$ cat src/rtl/fpmul_pkg.sv
// Shared definitions for the FP32 multiplier scheduler.
//   state_e          : scheduler FSM state encoding
//   FP32_QNAN        : product reported when the core never answers
//   TIMEOUT_DEFAULT  : default watchdog limit in cycles
//   CNT_W_DEFAULT    : default watchdog counter width
package fpmul_pkg;

  typedef enum logic [1:0] {
    ST_IDLE  = 2'd0,
    ST_ISSUE = 2'd1,
    ST_WAIT  = 2'd2,
    ST_RESP  = 2'd3
  } state_e;

  localparam logic [31:0] FP32_QNAN       = 32'h7FFF_FFFF;
  localparam int          TIMEOUT_DEFAULT = 16;
  localparam int          CNT_W_DEFAULT   = 8;

endpackage

$ cat src/rtl/fpmul_sched_rr_arb2.sv
// Two-request round-robin arbiter with a combinational grant.
//   clk, rst_n : clock, synchronous active-low reset
//   req_i      : request vector, bit n = requester n
//   accept_i   : the current grant was taken; pointer moves to it
//   gnt_o      : one-hot grant (zero when no request)
//   gnt_id_o   : index of the granted requester
// The pointer holds the last granted ID; on contention the other
// requester wins. After reset the pointer is 1 so requester 0 wins first.
module rr_arb2 (
  input  logic       clk,
  input  logic       rst_n,
  input  logic [1:0] req_i,
  input  logic       accept_i,
  output logic [1:0] gnt_o,
  output logic       gnt_id_o
);

  logic ptr_q;

  always_comb begin
    gnt_id_o = 1'b0;
    if (req_i == 2'b11) begin
      gnt_id_o = ~ptr_q;
    end else if (req_i[1]) begin
      gnt_id_o = 1'b1;
    end
    gnt_o = 2'b00;
    if (req_i != 2'b00) begin
      gnt_o = gnt_id_o ? 2'b10 : 2'b01;
    end
  end

  always_ff @(posedge clk) begin
    if (!rst_n) begin
      ptr_q <= 1'b1;
    end else if (accept_i) begin
      ptr_q <= gnt_id_o;
    end
  end

endmodule

$ cat src/rtl/fpmul_sched.sv
// Round-robin scheduler sharing one external FP32 multiplier core
// between two requesters, with a watchdog on the core.
//   clk, rst_n          : clock, synchronous active-low reset
//   reqN_valid/ready    : requester N operand handshake (N = 0, 1)
//   reqN_A, reqN_B      : requester N operands (IEEE-754 single)
//   core_start          : one-cycle launch pulse to the core
//   core_A, core_B      : registered operands, held until the next accept
//   core_done, core_S   : core result pulse and value
//   rsp_valid/ready     : response handshake
//   rsp_id, rsp_S       : requester ID and product (QNaN on timeout)
//   rsp_err             : 1 when the watchdog fired
//   busy                : FSM not in IDLE
//   dbg_state           : current FSM state
//
// Handshakes: a transfer happens on a rising edge where valid and ready
// are both high. Valid never waits on ready; once rsp_valid is high the
// response fields hold until the transfer. reqN_ready is only ever high
// in IDLE, so it has no path from rsp_ready.
module fpmul_sched
  import fpmul_pkg::*;
#(
  parameter int TIMEOUT = TIMEOUT_DEFAULT,
  parameter int CNT_W   = CNT_W_DEFAULT
) (
  input  logic        clk,
  input  logic        rst_n,
  input  logic        req0_valid,
  output logic        req0_ready,
  input  logic [31:0] req0_A,
  input  logic [31:0] req0_B,
  input  logic        req1_valid,
  output logic        req1_ready,
  input  logic [31:0] req1_A,
  input  logic [31:0] req1_B,
  output logic        core_start,
  output logic [31:0] core_A,
  output logic [31:0] core_B,
  input  logic        core_done,
  input  logic [31:0] core_S,
  output logic        rsp_valid,
  input  logic        rsp_ready,
  output logic        rsp_id,
  output logic [31:0] rsp_S,
  output logic        rsp_err,
  output logic        busy,
  output logic [1:0]  dbg_state
);

  // WAIT is left by timeout once the counter, after this cycle's
  // increment, would reach TIMEOUT-1.
  localparam logic [CNT_W-1:0] CNT_LAST = CNT_W'(TIMEOUT - 2);

  state_e           state_q;
  logic [CNT_W-1:0] cnt_q;
  logic             id_q;
  logic             core_start_q;
  logic [31:0]      core_a_q;
  logic [31:0]      core_b_q;
  logic             rsp_valid_q;
  logic             rsp_id_q;
  logic [31:0]      rsp_s_q;
  logic             rsp_err_q;
  logic             busy_q;

  logic             in_idle;
  logic [1:0]       arb_req;
  logic [1:0]       gnt;
  logic             gnt_id;
  logic             accept;

  // Readiness is suppressed while reset is asserted so no requester sees
  // a handshake that the reset branch would discard.
  assign in_idle = (state_q == ST_IDLE) && rst_n;
  assign arb_req = {req1_valid, req0_valid} & {2{in_idle}};
  assign accept  = |gnt;

  rr_arb2 u_arb (
    .clk      (clk),
    .rst_n    (rst_n),
    .req_i    (arb_req),
    .accept_i (accept),
    .gnt_o    (gnt),
    .gnt_id_o (gnt_id)
  );

  always_ff @(posedge clk) begin
    if (!rst_n) begin
      state_q      <= ST_IDLE;
      cnt_q        <= '0;
      id_q         <= 1'b0;
      core_start_q <= 1'b0;
      core_a_q     <= '0;
      core_b_q     <= '0;
      rsp_valid_q  <= 1'b0;
      rsp_id_q     <= 1'b0;
      rsp_s_q      <= '0;
      rsp_err_q    <= 1'b0;
      busy_q       <= 1'b0;
    end else begin
      core_start_q <= 1'b0;
      case (state_q)
        ST_IDLE: begin
          if (accept) begin
            core_a_q     <= gnt_id ? req1_A : req0_A;
            core_b_q     <= gnt_id ? req1_B : req0_B;
            id_q         <= gnt_id;
            core_start_q <= 1'b1;
            busy_q       <= 1'b1;
            state_q      <= ST_ISSUE;
          end
        end
        ST_ISSUE: begin
          cnt_q   <= '0;
          state_q <= ST_WAIT;
        end
        ST_WAIT: begin
          // A done in the timeout cycle still yields a normal response.
          if (core_done) begin
            rsp_s_q     <= core_S;
            rsp_err_q   <= 1'b0;
            rsp_id_q    <= id_q;
            rsp_valid_q <= 1'b1;
            state_q     <= ST_RESP;
          end else if (cnt_q == CNT_LAST) begin
            rsp_s_q     <= FP32_QNAN;
            rsp_err_q   <= 1'b1;
            rsp_id_q    <= id_q;
            rsp_valid_q <= 1'b1;
            state_q     <= ST_RESP;
          end else begin
            cnt_q <= cnt_q + 1'b1;
          end
        end
        ST_RESP: begin
          if (rsp_ready) begin
            rsp_valid_q <= 1'b0;
            busy_q      <= 1'b0;
            state_q     <= ST_IDLE;
          end
        end
        default: begin
          state_q <= ST_IDLE;
        end
      endcase
    end
  end

  assign req0_ready = gnt[0];
  assign req1_ready = gnt[1];
  assign core_start = core_start_q;
  assign core_A     = core_a_q;
  assign core_B     = core_b_q;
  assign rsp_valid  = rsp_valid_q;
  assign rsp_id     = rsp_id_q;
  assign rsp_S      = rsp_s_q;
  assign rsp_err    = rsp_err_q;
  assign busy       = busy_q;
  assign dbg_state  = state_q;

endmodule

$ cat config.mk
export PLATFORM = sky130hd
export DESIGN_NAME = fpmul_sched
export DESIGN_NICKNAME = d
export VERILOG_FILES = /design/src/rtl/fpmul_pkg.sv /design/src/rtl/fpmul_sched_rr_arb2.sv /design/src/rtl/fpmul_sched.sv
export SDC_FILE = /design/constraint.sdc
export NUM_CORES = 1
export LEC_CHECK = 0
export ABC_AREA = 1
export CAP_MARGIN = 40
export CORE_MARGIN = 4
export CORE_UTILIZATION = 40
export CTS_BUF_LIST = sky130_fd_sc_hd__clkbuf_2 sky130_fd_sc_hd__clkbuf_4 sky130_fd_sc_hd__clkbuf_8
export DETAILED_ROUTE_END_ITERATION = 6
export PLACE_DENSITY = 0.85
export RECOVER_POWER = 25
export SYNTH_ARGS = -nofsm -noshare
export SYNTH_HDL_FRONTEND = slang
export SYNTH_SLANG_ARGS = --single-unit
$ cat constraint.sdc
create_clock -name clk -period 4.45 [get_ports clk]
set_input_delay 1.335 -clock clk [delete_from_list [all_inputs] [get_ports clk]]
set_output_delay 1.335 -clock clk [all_outputs]
set_load 0.02 [all_outputs]
Signal wires by layer:
Only two layers are drawn.
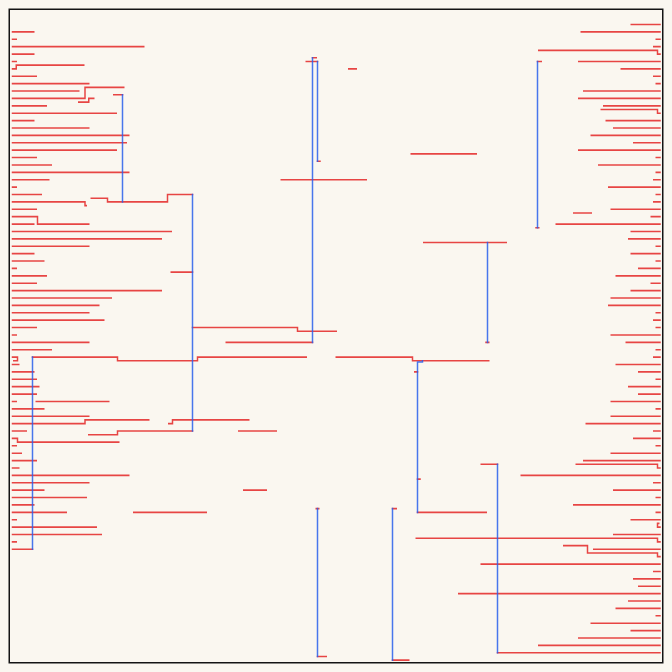
legend:
  met3:
    colour: red
    wire_length: 1720 um
  met4:
    colour: blue
    wire_length: 337 um
vias: 5460
GRT Total Usage: 22.4%

Register map, names as in the netlist:
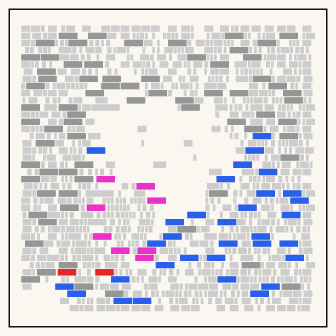
legend:
  cnt_q:
    colour: magenta
    placed_flops: 8
  core_B:
    colour: blue
    placed_flops: 32
  dbg_state:
    colour: red
    placed_flops: 2
register area: 2260 sq um
Seq power: 1.30 mW
Final Core Density: 67.3%
sequential share of cell area: 27.7%

==> run notes <==
fresh numbers from the pnr run: status=finished, violations left, failing checks=max-capacitance violations, max-slew violations, detailed router's first-iteration violation count=322, Placed Instance Area=7800 sq um, synth-to-layout area growth=63.1%, CTS clock-pin slew for the worst setup and hold paths=0.06 ns, row cnt=40, final instance area=8180 sq um, crit path DRT=3.12 ns, Critical Path AT=2.83 ns, Unique cell types=21, Buffers on Ports=270, Inserted Diodes=0, LEAKAGE=3.66 nW, Critical Path Source Type=input pin, Power per Cell Area=459 nW/um^2, count of final max-slew check failures=77, ys flops=113, fillcell total=1037, highest metal used=met4, I/O pin cnt=271, Post-Syn Instances=749, Log Warnings=31, # Cells Yosys=749, setup_tns=0 ns, most common logic cells in the final layout=nand2_1, clkdlybuf4s50_1, dfxtp_1, inv_1, nand3_1, CTS root buffer=clkbuf_8, Worst setup EP type=output pin, Clock Sinks=113, Max Fclk=240 MHz, slew of the pin with the lowest slew margin=1.58 ns, Max Cap Viol=1, Remaining DRCs=0, total grt overflow=0, Synth Seq Share=45.1%, final antenna-violating net count=0, total CTS buffers=17, DRT met1 WL=6520 um, Final Hold Fails=0, vias in the first global route=5201, Yosys Chip Area=5010 sq um, TritonCTS clock tree=built, DRT Pass-1 Iters=5, post-CTS sizing=0
Routing congestion:
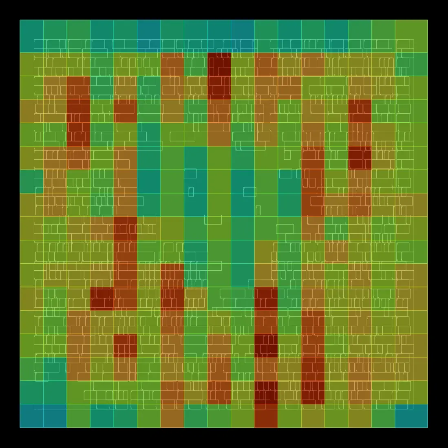
met1 usage: 24.0%
gr busiest metal: met2

Met3 routing:
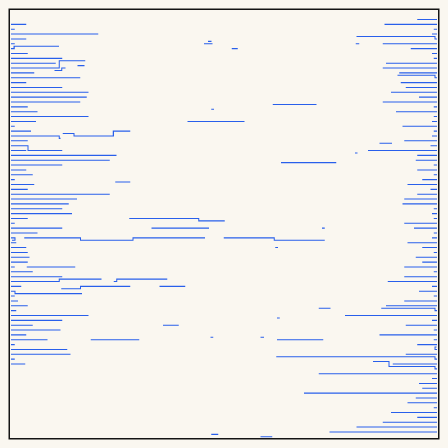
share of all routed wire: 10%
nets with wire on the layer: 169
longest straight run: 44.4 um
wire length on this layer: 1720 um
main direction: horizontal
GRT met3 Usage: 9.90%
total wire length: 16400 um

## cell type report
| type | instances | area share (%) |
|---|---|---|
| multi-input cells | 487 | 26.2 |
| well taps | 168 | 2.57 |
| repair buffers | 277 | 33.7 |
| flip-flops and latches | 113 | 27.7 |
| clock buffers | 27 | 4.08 |
| inverters | 107 | 4.91 |
| clock inverters | 5 | 0.918 |
## through the flow
stage / util [%] / cells / hold WS [ns] / power, mW / setup WS (ns)
finish: 67.3 / 1184 / 0.446 / 3.76 / 0.286
global route: 67.3 / 1184 / 0.466 / 3.99 / 0.234
CTS: 67.5 / 1184 / 0.449 / 3.80 / 0.381
detailed placement: 64.1 / 1152 / 0.439 / 2.81 / 0.381
global placement: 63.7 / 1150 / 0.435 / 2.77 / 0.406
floorplan: - / 749 / 0.429 / 2.15 / 1.20
## sequential cells by signal, summed over array words and instances (netlist names), 2 cells and up
signal	flops
core_B	32
dbg_state	2
cnt_q	8
rsp_S	32
core_A	32
## per-layer routing
metal	vias to the layer above	GRT usage, %
met5	-	0
met4	0	8.16
li1	2812	-
met3	26	9.90
met2	203	38.9
met1	2419	24.0
## synth_stat cells
cell	instances	area share [%]
clkbuf_1	16	1.2
inv_1	106	7.9
nand2_2	2	0.25
a21oi_1	55	5.5
buf_2	16	1.6
buf_4	4	0.60
buf_6	4	0.90
o21ai_0	43	4.3
nor3_1	1	0.10
dfxtp_1	113	45
inv_2	1	0.075
o21bai_1	1	0.15
a211oi_1	1	0.15
ha_1	7	1.7
nand3b_1	1	0.15
buf_1	2	0.15
nand2_1	270	20
nor2_1	31	2.3
nand4_1	1	0.12
xor2_1	1	0.17
nand3_1	73	7.3
## worst paths after layout
| check | from | endpoint | depth (start not counted) |
|---|---|---|---|
| min | rsp_S[24]$_SDFFE_PN0P_ | rsp_S[24]$_SDFFE_PN0P_ | 2 |
| max | req1_valid | req0_ready | 6 |
| min reg2reg | rsp_S[24]$_SDFFE_PN0P_ | rsp_S[24]$_SDFFE_PN0P_ | 2 |
| max reg2reg | dbg_state[0]$_SDFFE_PN0P_ | dbg_state[1]$_SDFFE_PN0P_ | 10 |
## critical path: stages
cell	delay, ns
dlygate4sd3_1	0.58
inv_1	0.06
nand2_1	0.05
nand2_1	0.09
nor2_4	0.12
clkdlybuf4s50_1	0.60
## cells by family after synthesis
logic type	Yosys count	share of synthesized area, %
and+or+nand+nor	379	30.4
buffers and inverters	149	12.5
DFF	113	45.1
AOI/OAI and AO/OA	100	10.1
adders and majority gates	7	1.75
xor gates and xnor gates	1	0.175
## power breakdown
| group | switching (mW) | total (mW) | internal (mW) |
|---|---|---|---|
| Combinational | 0.815 | 1.47 | 0.651 |
| Clock | 0.395 | 0.987 | 0.592 |
| Sequential | 0.0989 | 1.30 | 1.20 |
Power and IR drop assume default switching activity.
